### src/rtl/core_mem_arbiter_if.sv
// Core-side instruction/data request ports and the shared memory port
// of the core memory arbiter, bundled for module-port use.
interface core_mem_arbiter_if;
    logic        imem_req;
    logic [63:0] imem_addr;
    logic        imem_gnt;
    logic        imem_err;
    logic [63:0] imem_rdata;

    logic        dmem_req;
    logic [63:0] dmem_addr;
    logic        dmem_wen;
    logic [7:0]  dmem_strb;
    logic [63:0] dmem_wdata;
    logic        dmem_gnt;
    logic        dmem_err;
    logic [63:0] dmem_rdata;

    logic        mem_req;
    logic [63:0] mem_addr;
    logic        mem_wen;
    logic [7:0]  mem_strb;
    logic [63:0] mem_wdata;
    logic        mem_gnt;
    logic        mem_err;
    logic [63:0] mem_rdata;

    modport slave (
        input  imem_req,
        input  imem_addr,
        output imem_gnt,
        output imem_err,
        output imem_rdata,
        input  dmem_req,
        input  dmem_addr,
        input  dmem_wen,
        input  dmem_strb,
        input  dmem_wdata,
        output dmem_gnt,
        output dmem_err,
        output dmem_rdata,
        output mem_req,
        output mem_addr,
        output mem_wen,
        output mem_strb,
        output mem_wdata,
        input  mem_gnt,
        input  mem_err,
        input  mem_rdata
    );

    modport master (
        output imem_req,
        output imem_addr,
        input  imem_gnt,
        input  imem_err,
        input  imem_rdata,
        output dmem_req,
        output dmem_addr,
        output dmem_wen,
        output dmem_strb,
        output dmem_wdata,
        input  dmem_gnt,
        input  dmem_err,
        input  dmem_rdata,
        input  mem_req,
        input  mem_addr,
        input  mem_wen,
        input  mem_strb,
        input  mem_wdata,
        output mem_gnt,
        output mem_err,
        output mem_rdata
    );
endinterface

### src/rtl/core_mem_arbiter.sv
// Two-port (instruction/data) arbiter onto one shared memory port, with
// request locking while stalled and instruction-fetch starvation relief.
module core_mem_arbiter #(
    parameter int unsigned STARVE_LIMIT = 4
) (
    input  logic g_clk,
    input  logic g_resetn,
    core_mem_arbiter_if.slave bus
);

    typedef enum logic [1:0] {
        IDLE   = 2'd0,
        LOCK_I = 2'd1,
        LOCK_D = 2'd2
    } state_e;

    typedef enum logic [1:0] {
        SEL_NONE = 2'd0,
        SEL_I    = 2'd1,
        SEL_D    = 2'd2
    } sel_e;

    localparam logic [2:0] LIMIT = 3'(STARVE_LIMIT);

    state_e     state_q;
    state_e     state_d;
    logic [2:0] cnt_q;
    logic [2:0] cnt_d;
    logic       rsp_valid_q;
    logic       rsp_valid_d;
    logic       rsp_owner_q;
    logic       rsp_owner_d;

    sel_e       sel;
    logic       starve;
    logic       sel_req;
    logic       gnt_i;
    logic       gnt_d;

    assign starve = (cnt_q == LIMIT);

    // Once locked, the stalled port keeps the bus so its fields stay stable.
    always_comb begin
        sel = SEL_NONE;
        unique case (state_q)
            LOCK_I: sel = SEL_I;
            LOCK_D: sel = SEL_D;
            default: begin
                if (bus.dmem_req && !(bus.imem_req && starve))
                    sel = SEL_D;
                else if (bus.imem_req)
                    sel = SEL_I;
            end
        endcase
    end

    always_comb begin
        sel_req       = 1'b0;
        bus.mem_addr  = '0;
        bus.mem_wen   = 1'b0;
        bus.mem_strb  = '0;
        bus.mem_wdata = '0;
        unique case (sel)
            SEL_I: begin
                sel_req      = bus.imem_req;
                bus.mem_addr = bus.imem_addr;
            end
            SEL_D: begin
                sel_req       = bus.dmem_req;
                bus.mem_addr  = bus.dmem_addr;
                bus.mem_wen   = bus.dmem_wen;
                bus.mem_strb  = bus.dmem_strb;
                bus.mem_wdata = bus.dmem_wdata;
            end
            default: ;
        endcase
    end

    assign bus.mem_req = sel_req;

    assign gnt_i = bus.mem_gnt && (sel == SEL_I) && bus.imem_req;
    assign gnt_d = bus.mem_gnt && (sel == SEL_D) && bus.dmem_req;

    assign bus.imem_gnt = gnt_i;
    assign bus.dmem_gnt = gnt_d;

    assign bus.imem_rdata = bus.mem_rdata;
    assign bus.dmem_rdata = bus.mem_rdata;

    // Owner 0 is the instruction port, 1 the data port.
    assign bus.imem_err = bus.mem_err && rsp_valid_q && !rsp_owner_q;
    assign bus.dmem_err = bus.mem_err && rsp_valid_q && rsp_owner_q;

    always_comb begin
        state_d = state_q;
        unique case (state_q)
            LOCK_I: begin
                if (bus.mem_gnt || !bus.imem_req)
                    state_d = IDLE;
            end
            LOCK_D: begin
                if (bus.mem_gnt || !bus.dmem_req)
                    state_d = IDLE;
            end
            default: begin
                if (sel_req && !bus.mem_gnt) begin
                    if (sel == SEL_I)
                        state_d = LOCK_I;
                    else if (sel == SEL_D)
                        state_d = LOCK_D;
                end
            end
        endcase
    end

    always_comb begin
        cnt_d = cnt_q;
        if (!bus.imem_req || gnt_i)
            cnt_d = '0;
        else if (cnt_q != LIMIT)
            cnt_d = cnt_q + 3'd1;
    end

    always_comb begin
        rsp_valid_d = sel_req && bus.mem_gnt;
        rsp_owner_d = rsp_owner_q;
        if (rsp_valid_d)
            rsp_owner_d = (sel == SEL_D);
    end

    always_ff @(posedge g_clk) begin
        if (!g_resetn) begin
            state_q     <= IDLE;
            cnt_q       <= '0;
            rsp_valid_q <= 1'b0;
            rsp_owner_q <= 1'b0;
        end else begin
            state_q     <= state_d;
            cnt_q       <= cnt_d;
            rsp_valid_q <= rsp_valid_d;
            rsp_owner_q <= rsp_owner_d;
        end
    end

    a_one_grant: assert property (
        @(posedge g_clk) !(gnt_i && gnt_d)
    );

endmodule

### src/flat_wrapper.sv
// flat-port wrapper written by rule: the top's interface ports become plain ports
module core_mem_arbiter_flat 
#(
    parameter int unsigned STARVE_LIMIT = 4
)
  (g_clk, g_resetn, bus_imem_req, bus_imem_addr, bus_imem_gnt, bus_imem_err, bus_imem_rdata, bus_dmem_req, bus_dmem_addr, bus_dmem_wen, bus_dmem_strb, bus_dmem_wdata, bus_dmem_gnt, bus_dmem_err, bus_dmem_rdata, bus_mem_req, bus_mem_addr, bus_mem_wen, bus_mem_strb, bus_mem_wdata, bus_mem_gnt, bus_mem_err, bus_mem_rdata);
  core_mem_arbiter_if bus_i ();
  input  logic g_clk;
  input  logic g_resetn;
  input wire logic [$bits(bus_i.imem_req)-1:0] bus_imem_req;
  input wire logic [$bits(bus_i.imem_addr)-1:0] bus_imem_addr;
  output wire logic [$bits(bus_i.imem_gnt)-1:0] bus_imem_gnt;
  output wire logic [$bits(bus_i.imem_err)-1:0] bus_imem_err;
  output wire logic [$bits(bus_i.imem_rdata)-1:0] bus_imem_rdata;
  input wire logic [$bits(bus_i.dmem_req)-1:0] bus_dmem_req;
  input wire logic [$bits(bus_i.dmem_addr)-1:0] bus_dmem_addr;
  input wire logic [$bits(bus_i.dmem_wen)-1:0] bus_dmem_wen;
  input wire logic [$bits(bus_i.dmem_strb)-1:0] bus_dmem_strb;
  input wire logic [$bits(bus_i.dmem_wdata)-1:0] bus_dmem_wdata;
  output wire logic [$bits(bus_i.dmem_gnt)-1:0] bus_dmem_gnt;
  output wire logic [$bits(bus_i.dmem_err)-1:0] bus_dmem_err;
  output wire logic [$bits(bus_i.dmem_rdata)-1:0] bus_dmem_rdata;
  output wire logic [$bits(bus_i.mem_req)-1:0] bus_mem_req;
  output wire logic [$bits(bus_i.mem_addr)-1:0] bus_mem_addr;
  output wire logic [$bits(bus_i.mem_wen)-1:0] bus_mem_wen;
  output wire logic [$bits(bus_i.mem_strb)-1:0] bus_mem_strb;
  output wire logic [$bits(bus_i.mem_wdata)-1:0] bus_mem_wdata;
  input wire logic [$bits(bus_i.mem_gnt)-1:0] bus_mem_gnt;
  input wire logic [$bits(bus_i.mem_err)-1:0] bus_mem_err;
  input wire logic [$bits(bus_i.mem_rdata)-1:0] bus_mem_rdata;
  assign bus_i.imem_req = bus_imem_req;
  assign bus_i.imem_addr = bus_imem_addr;
  assign bus_imem_gnt = bus_i.imem_gnt;
  assign bus_imem_err = bus_i.imem_err;
  assign bus_imem_rdata = bus_i.imem_rdata;
  assign bus_i.dmem_req = bus_dmem_req;
  assign bus_i.dmem_addr = bus_dmem_addr;
  assign bus_i.dmem_wen = bus_dmem_wen;
  assign bus_i.dmem_strb = bus_dmem_strb;
  assign bus_i.dmem_wdata = bus_dmem_wdata;
  assign bus_dmem_gnt = bus_i.dmem_gnt;
  assign bus_dmem_err = bus_i.dmem_err;
  assign bus_dmem_rdata = bus_i.dmem_rdata;
  assign bus_mem_req = bus_i.mem_req;
  assign bus_mem_addr = bus_i.mem_addr;
  assign bus_mem_wen = bus_i.mem_wen;
  assign bus_mem_strb = bus_i.mem_strb;
  assign bus_mem_wdata = bus_i.mem_wdata;
  assign bus_i.mem_gnt = bus_mem_gnt;
  assign bus_i.mem_err = bus_mem_err;
  assign bus_i.mem_rdata = bus_mem_rdata;
  core_mem_arbiter #(.STARVE_LIMIT(STARVE_LIMIT)) u_core (.g_clk(g_clk), .g_resetn(g_resetn), .bus(bus_i));
endmodule
### config.mk
export PLATFORM = sky130hd
export DESIGN_NAME = core_mem_arbiter_flat
export DESIGN_NICKNAME = d
export VERILOG_FILES = /design/src/rtl/core_mem_arbiter_if.sv /design/src/rtl/core_mem_arbiter.sv /design/src/flat_wrapper.sv
export SDC_FILE = /design/constraint.sdc
export NUM_CORES = 1
export LEC_CHECK = 0
export ABC_AREA = 1
export CAP_MARGIN = 20
export CORE_AREA = 4 4 210 212
export DETAILED_ROUTE_END_ITERATION = 12
export DIE_AREA = 0 0 214 216
export PLACE_DENSITY = 0.36
export SLEW_MARGIN = 20
export SYNTH_ARGS = -nofsm -noshare
export SYNTH_HDL_FRONTEND = slang
export SYNTH_SLANG_ARGS = --single-unit
### constraint.sdc
create_clock -name g_clk -period 3.7 [get_ports g_clk]
set_input_delay 0.74 -clock g_clk [delete_from_list [all_inputs] [get_ports g_clk]]
set_output_delay 0.74 -clock g_clk [all_outputs]
set_load 0.03 [all_outputs]
### Placement view

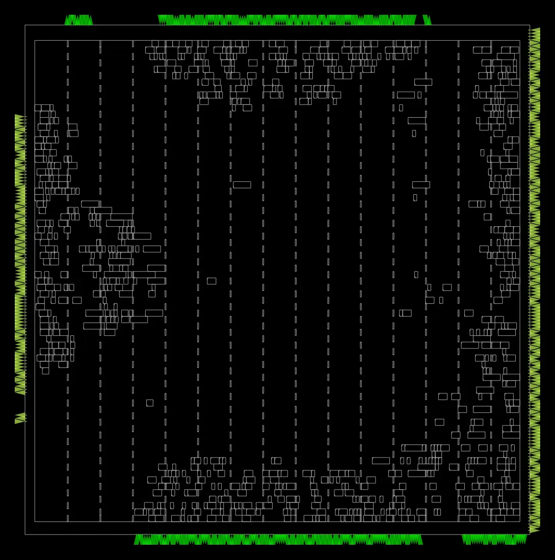
Final Util: 14.7%
FP Rows: 75
tap cell count: 539
Finished Layout Cells: 1318

### Clock wires, drivers and flops

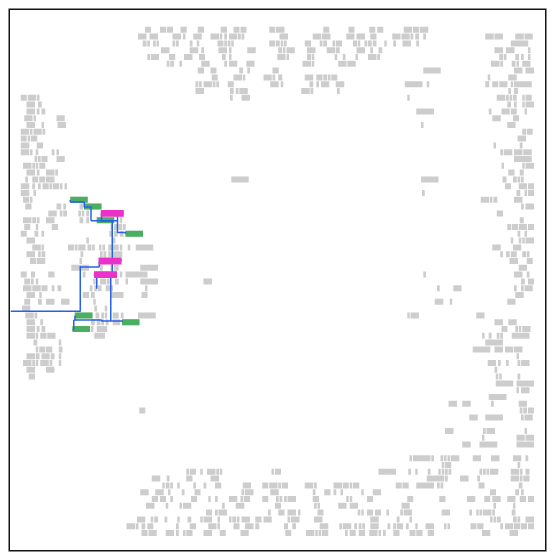
legend:
  green:
    item: flip-flops
    count: 7
  blue:
    item: clock wires
    length: 186 um
  magenta:
    item: cells driving clock nets
    count: 3
flops lie: left middle

### Metal 4

Scale bar: 50 um. Supply wires on this layer in grey.
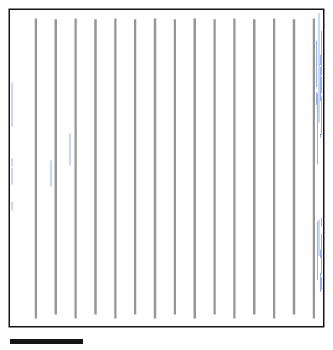
wire length on this layer: 476 um
main direction: vertical
longest straight run: 48.3 um

==> out/metrics.yaml <==
topRoutingLayerUsed: "met4"
drtPass1Iterations: 4
routed_via_density: 2.98
postCtsSetupBuffers: 0
grt_most_used_layer: "met2"
crit_arrival_ns: 2.78
design.core.area_sq_um: 41900
cp-start-kind: "primary input"
synth.cellmix.simpleShare_pct: 30.0
finalWirelength_mm: 17.3
place_ws_ns: 0.177
worst_slack_ns: 0.175
grt_util_met3_pct: 2.55
cts_buffer_depth: 2
cts_root_buffer: "clkbuf_16"
yosys-top-cells-count: "nand2_1, buf_4, inv_1"
ir_worst_vdd_mv: 0.437
fin_tns_setup_ns: 0
drt_iter0_drc: 118
synth_chip_area_sq_um: 2960
most_common_cell: "nand2_1"
yosys_warnings: 0
status: "finished, final reports clean"
nClkBuffers: 4
### Register map, names as in the netlist

Other sequential cells in the stronger grey, the rest of the logic in the fainter grey.
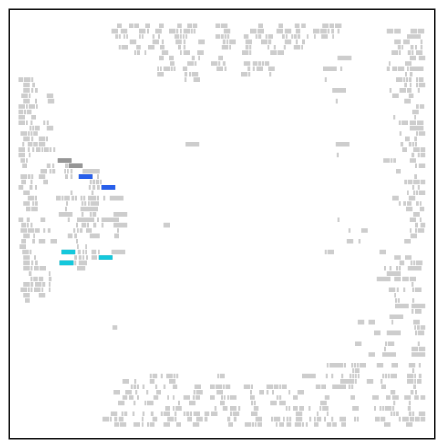
legend:
  blue:
    signal: u_core.state_q
    flops: 2
  cyan:
    signal: u_core.cnt_q
    flops: 3
not coloured: 2

### Signal metal coverage by tile

Scale bar: 50 um. The die is cut into 21 by 22 equal tiles; dark purple is low, yellow is high, scaled to the fullest tile. Values are wire area over tile area, all layers added.
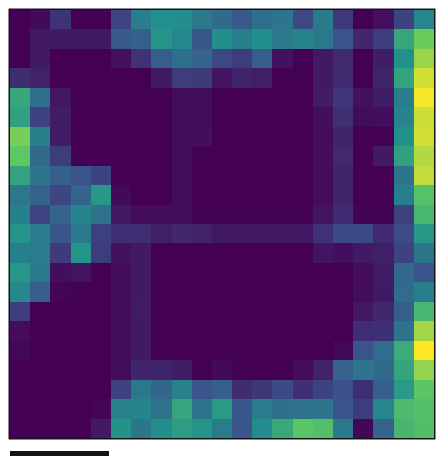
nearly empty tiles: 41%
fullest tile: 0.37
mean over tiles: 0.062
densest ninth of the die: bottom right
tiles over half the peak: 9.5%
emptiest ninth of the die: middle

## cell usage in the layout, fill, tap and decap left out
master and count:
buf_4 130, nand3_1 5, clkbuf_16 3, buf_12 26, nand2_1 220, nor3_1 1, ha_1 4, inv_1 89
clkdlybuf4s50_1 208, a21oi_1 69, nor2_1 5, ha_2 1, o21ai_0 3, a21oi_2 1, xor2_1 1, or2_2 1
ha_4 1, dfxtp_1 7, o21ai_2 1, o21bai_1 1, and3_1 1, clkbuf_1 1
## sequential cells by signal, indices dropped and copies added, names as in the netlist
register,cells
u_core.cnt_q,3
u_core.state_q,2
u_core.rsp_owner_q,1
u_core.rsp_valid_q,1
## where the power goes
part | switching (mW) | internal [mW] | leakage [nW]
logic | 4.00 | 2.38 | 2.93
clock network | 0.0451 | 0.144 | 0.0382
registers | 0.0108 | 0.0922 | 0.0572
Power is estimated from default activity; no workload was simulated.
